Design reg_dump_reader, sky130hd; sources not shown.
Run 1, clock routing:
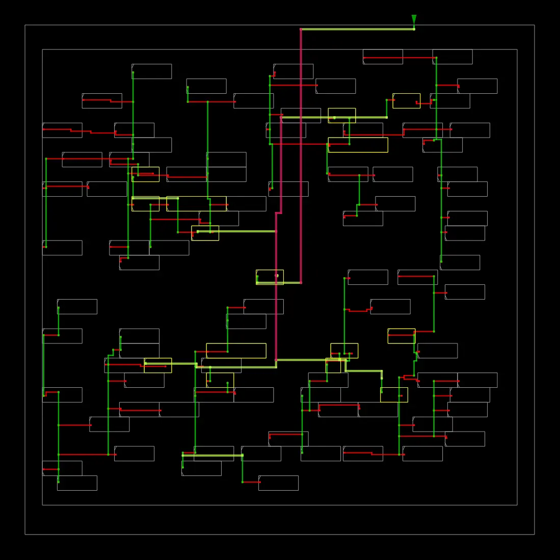
Num CTS Buffers: 9
Clk. pwr: 0.000750 W

Run 1, pin map:
Pins as bars across the die edge, other pins in grey.
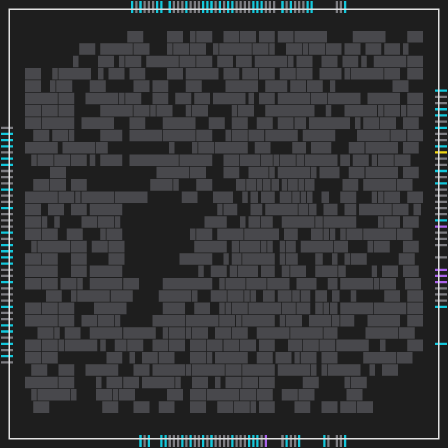
Key: `read_addr` = purple [pins 5, direction output, edge 4 east, 1 south]; `err` = yellow [pins 1, direction output, edge east]; `out_data` = cyan [pins 64, direction output, edge 20 north, 18 west, 16 south, 10 east]
chip width: 94.3 um
Die Y: 94.3 um
buffers added on ports: 157

Run 1, clock distribution:
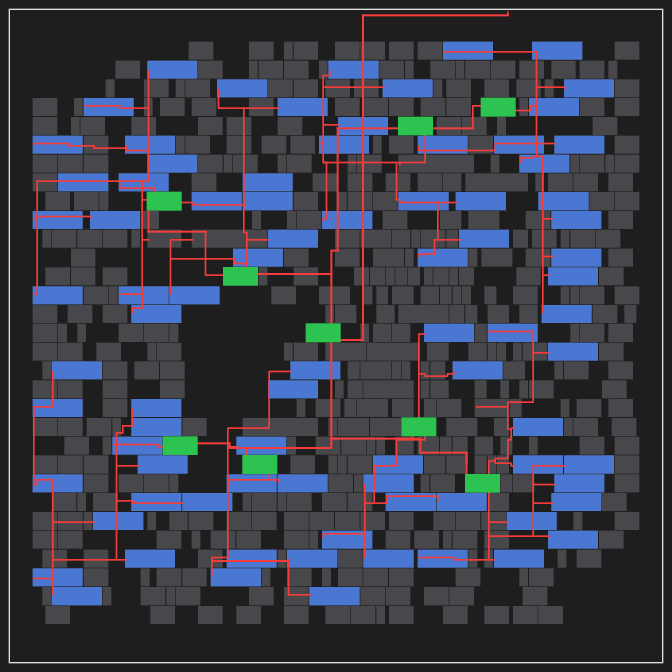
Key: cells driving clock nets = green [count 9]; clock wires = red [length 967 um]; flip-flops = blue [count 83]
Position of the flops: widely spread.
clk latency late pin: 340 ps
share of power burned in the clock network: 19.8%

Run 1, signal wires on met4:
Scale bar: 20 um.
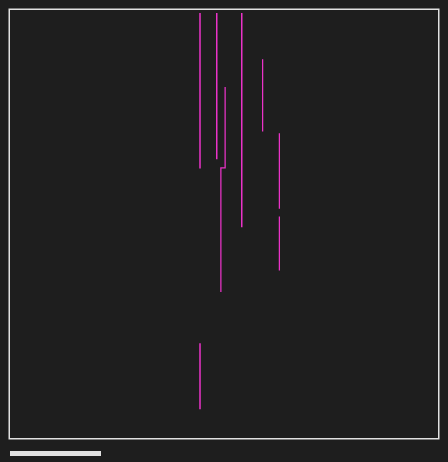
The longest straight run is 46.9 um. 8 nets have wire on it. The wires run mostly vertical. The layer carries 217 um of wire. The layer holds 2.4% of the routed length.
vias: 2989
routed wire length: 8970 um

==> results_slide.txt, run 1 <==
Key Metrics from the Run

Clock tree
  – Post-CTS Setup Bufs: 0
  – H-tree level count: 3
  – Post-CTS Hold Fix Bufs: 0
  – Clock Sink Count: 83

Worst setup path
  – CP arrival: 2040 ps
  – Most common cell on crit path: inv_1
  – Reg2reg setup slack: 1550 ps
  – CP Max Fanout: 5

Timing
  – Slew headroom: 29.9%
  – Tightest Pin Transition: 1050 ps

Global route
  – Global route overflow: 0
  – First-pass GRT wire length: 14500 um
  – Vias in the first global route: 3067

Logic synthesis
  – Most used flip-flop cell: dfxtp_1
  – #FFs+latches synth: 83
  – Top cell type's share of synthesized area: 48.4%

Worst hold path
  – Hold/Removal Path Class: flip-flop to flip-flop

Pwr
  – VDD IR max: 0.000375 V

Status
  – Outcome: finished clean

Final layout
  – Area added between synthesis and finish: 55.0%
  – Max reg flops: 64
  – Layout cells sized above 1: 5.61%
  – Final #Nets: 585

Job
  – Tool warnings: 30

Route
  – Routed wire per std cell: 15.0 um

Placed design
  – Post-DP HPWL: 6660 um

Floorplanning
  – FP Rows: 31
run 1: area by class of cell:
cell class                      count  area, um2  area share [%]
Sequential cell                    83       1660            31.3
Inverter                           15       58.8            1.11
Tap cell                           99        124            2.33
Timing Repair Buffer              160       1590            29.9
Clock inverter                      4       97.6            1.84
Clock buffer                       11        151            2.85
Multi-Input combinational cell    226       1630            30.7
run 1: report_power, final:
group / internal, W / switching, W / total (W) / leakage [nW]
Clock: 0.000457 / 0.000293 / 0.000750 / 0.122
Combinational: 0.000829 / 0.00102 / 0.00184 / 1.26
Sequential: 0.00105 / 0.000142 / 0.00119 / 0.679
Total: 0.00234 / 0.00145 / 0.00379 / 2.06
run 1: stage by stage:
stage	hold WS, ps	instances	setup WS (ps)
detailed placement	331	583	899
finish	344	598	929
floorplan	317	343	1560
global route	373	598	824
CTS	350	598	903
global placement	322	583	987
run 1: cells in the final DEF, fill, tap and decap left out, types with 2 or more instances in the layout:
| cell | instances |
|---|---|
| clkdlybuf4s50_1 | 156 |
| dfxtp_1 | 83 |
| nor2_1 | 78 |
| mux2i_1 | 75 |
| inv_1 | 14 |
| clkbuf_8 | 11 |
| a21oi_1 | 10 |
| ha_1 | 10 |
| nand2_1 | 9 |
| nand3_1 | 5 |
| o31ai_1 | 4 |
| a31o_2 | 3 |
| xor2_1 | 3 |
| bufinv_16 | 3 |
| buf_4 | 3 |
| a31oi_1 | 2 |
| a211oi_1 | 2 |
| o21ai_0 | 2 |
| nand4_1 | 2 |
| nand2b_1 | 2 |
| a311oi_1 | 2 |
| xnor2_1 | 2 |
run 1: kinds of logic (layout without fill, tap and decap cells):
logic type	Yosys count	count (layout)	synth area share, %
adders and majority gates	11	11	4.01
AOI/OAI and AO/OA	35	35	8.39
and+or+nand+nor	100	100	11.7
buffers and inverters	34	190	4.30
muxes	75	75	21.9
xor gates and xnor gates	5	5	1.28
DFF	83	83	48.4
run 1: worst min-delay path: stages, from the launching register on:
cell     delay (ps)
dfxtp_1         330
mux2i_1          60
nor2_1           70
run 1: metal layers:
metal	up-vias	global-route usage, %	share of wire [%]
met5	-	0	0
met4	0	7.94	2.4
met3	19	7.21	7.3
met1	1393	22.3	39
li1	1464	-	-
met2	113	36.8	52
==> run 2: changes to the inputs <==
CORE_UTILIZATION = 37   (was 44)
PLACE_DENSITY = 0.8   (was 0.89)
clock period = 2.7 ns   (was 3.9 ns; I/O delays follow)
Run 2, cell sizes after repair:
Scale bar: 20 um.
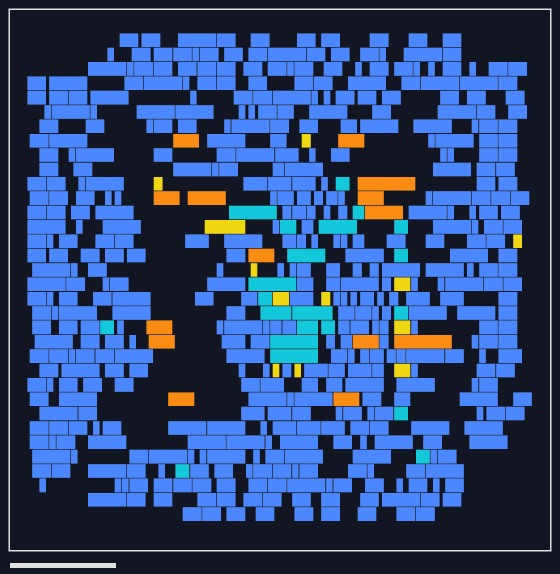
Key: drive 1 or less = blue [cells 460]; drive 6 and up = orange [cells 14]; drive 3 to 4 = cyan [cells 21]; drive 2 = yellow [cells 12]
area added between synthesis and finish: 59.0%
Non-clk bufs: 170
post-route design area: 5450 um2
PnR worst setup slack: 483 ps

==> run 2 against run 1 <==
First-iteration DRC count decreased by 47%; flip-flop count did not move; setup slack got worse by 450 ps; combinational power increased by about 50%; hold slack got worse by 7.9 ps; clock power rose by 25%; die size increased by 18%; total power is 43% higher; synthesized area did not move; utilization down 10 points.
==> results_slide.txt, run 2 <==
Key Metrics from the Run

Route
  – Vias: 2978 (was 2989)
  – Routed wire per std cell: 14.5 um (was 15.0 um)

Logic synthesis
  – Most used flip-flop cell: dfxtp_1 (unchanged)

Clock tree
  – Num CTS Buffers: 9 (unchanged)
  – Clock Sink Count: 83 (unchanged)
  – Post-CTS Hold Fix Bufs: 0 (unchanged)
  – Clk latency late pin: 340 ps (about the same)
  – H-tree level count: 3 (unchanged)

Global route
  – Global route overflow: 0 (unchanged)
  – Vias in the first global route: 3090 (was 3067)
  – First-pass GRT wire length: 14400 um (was 14500 um)

Worst setup path
  – CP Max Fanout: 5 (unchanged)
  – Reg2reg setup slack: 610 ps (was 1550 ps)
  – CP arrival: 1530 ps (was 2040 ps)

Job
  – Tool warnings: 31 (was 30)

Final layout
  – Final #Nets: 595 (was 585)
  – Max reg flops: 64 (unchanged)

Floorplanning
  – Chip width: 102 um (was 94.3 um)
  – FP Rows: 34 (was 31)

Pwr
  – Register share of total power: 31.8% (was 31.5%)
  – Int Power: 0.00332 W (was 0.00234 W)
  – Sw Share: 38.7% (was 38.3%)
  – VDD IR max: 0.000548 V (was 0.000375 V)
  – Share of power burned in the clock network: 17.2% (was 19.8%)

Worst hold path
  – Hold/Removal Path Class: primary input to flip-flop (was flip-flop to flip-flop)

Status
  – Outcome: finished clean (unchanged)
run 2: logic make-up after synthesis:
logic type / count (synthesis) / share of synthesized area (%)
flops: 83 / 48.4
compound gates: 35 / 8.39
buf+inv: 34 / 4.30
mux: 75 / 21.9
fa+ha+maj: 11 / 4.01
simple gates: 100 / 11.7
xor+xnor: 5 / 1.28
run 2: worst min-delay path: stages:
cell and delay (ps):
dlymetal6s2s_1 100, mux2i_1 80, nor2_1 70
run 2: cell type report:
type                       count  area, um2  share of cell area, %
tap                          108        135                   2.48
multi-input combinational    226       1680                   30.9
antenna                        1       2.50                 0.0459
timing repair buffer         170       1710                   31.3
inverter                      15       58.8                   1.08
clock buffer                  10        138                   2.52
sequential                    83       1660                   30.5
clock inverter                 3       65.1                   1.19
run 2: per-stage QoR:
stage               worst slack [ps]  total power, W  std cells  hold slack (ps)
floorplan                        599         0.00349        343              317
global placement                25.7         0.00439        596              321
detailed placement             -53.3         0.00445        596              332
CTS                              240         0.00540        611              346
global route                     405         0.00575        616              357
finish                           483         0.00541        616              336
run 2: repair_timing:
action                     CTS  global route
setup buffers                2             4
gates resized                6            25
setup endpoints to repair   15            15
pin swaps                    2             5
run 2: power groups by stage:
stage	logic (W)	registers, W	clock network [W]
after floorplan	0.00126	0.00222	0
after global placement	0.00265	0.00174	0
after detailed placement	0.00271	0.00175	0
after global routing	0.00296	0.00177	0.00102
final	0.00276	0.00172	0.000934
after CTS	0.00272	0.00172	0.000965
run 2: routing by layer:
metal  up-vias  GRT usage [%]  part of all wire, %
met5         -              0                    0
met4         0           6.05                  1.5
met3        13           6.21                  9.0
met2       115           29.2                   49
met1      1374           20.5                   41
li1       1476              -                    -
Power and IR drop assume default switching activity.
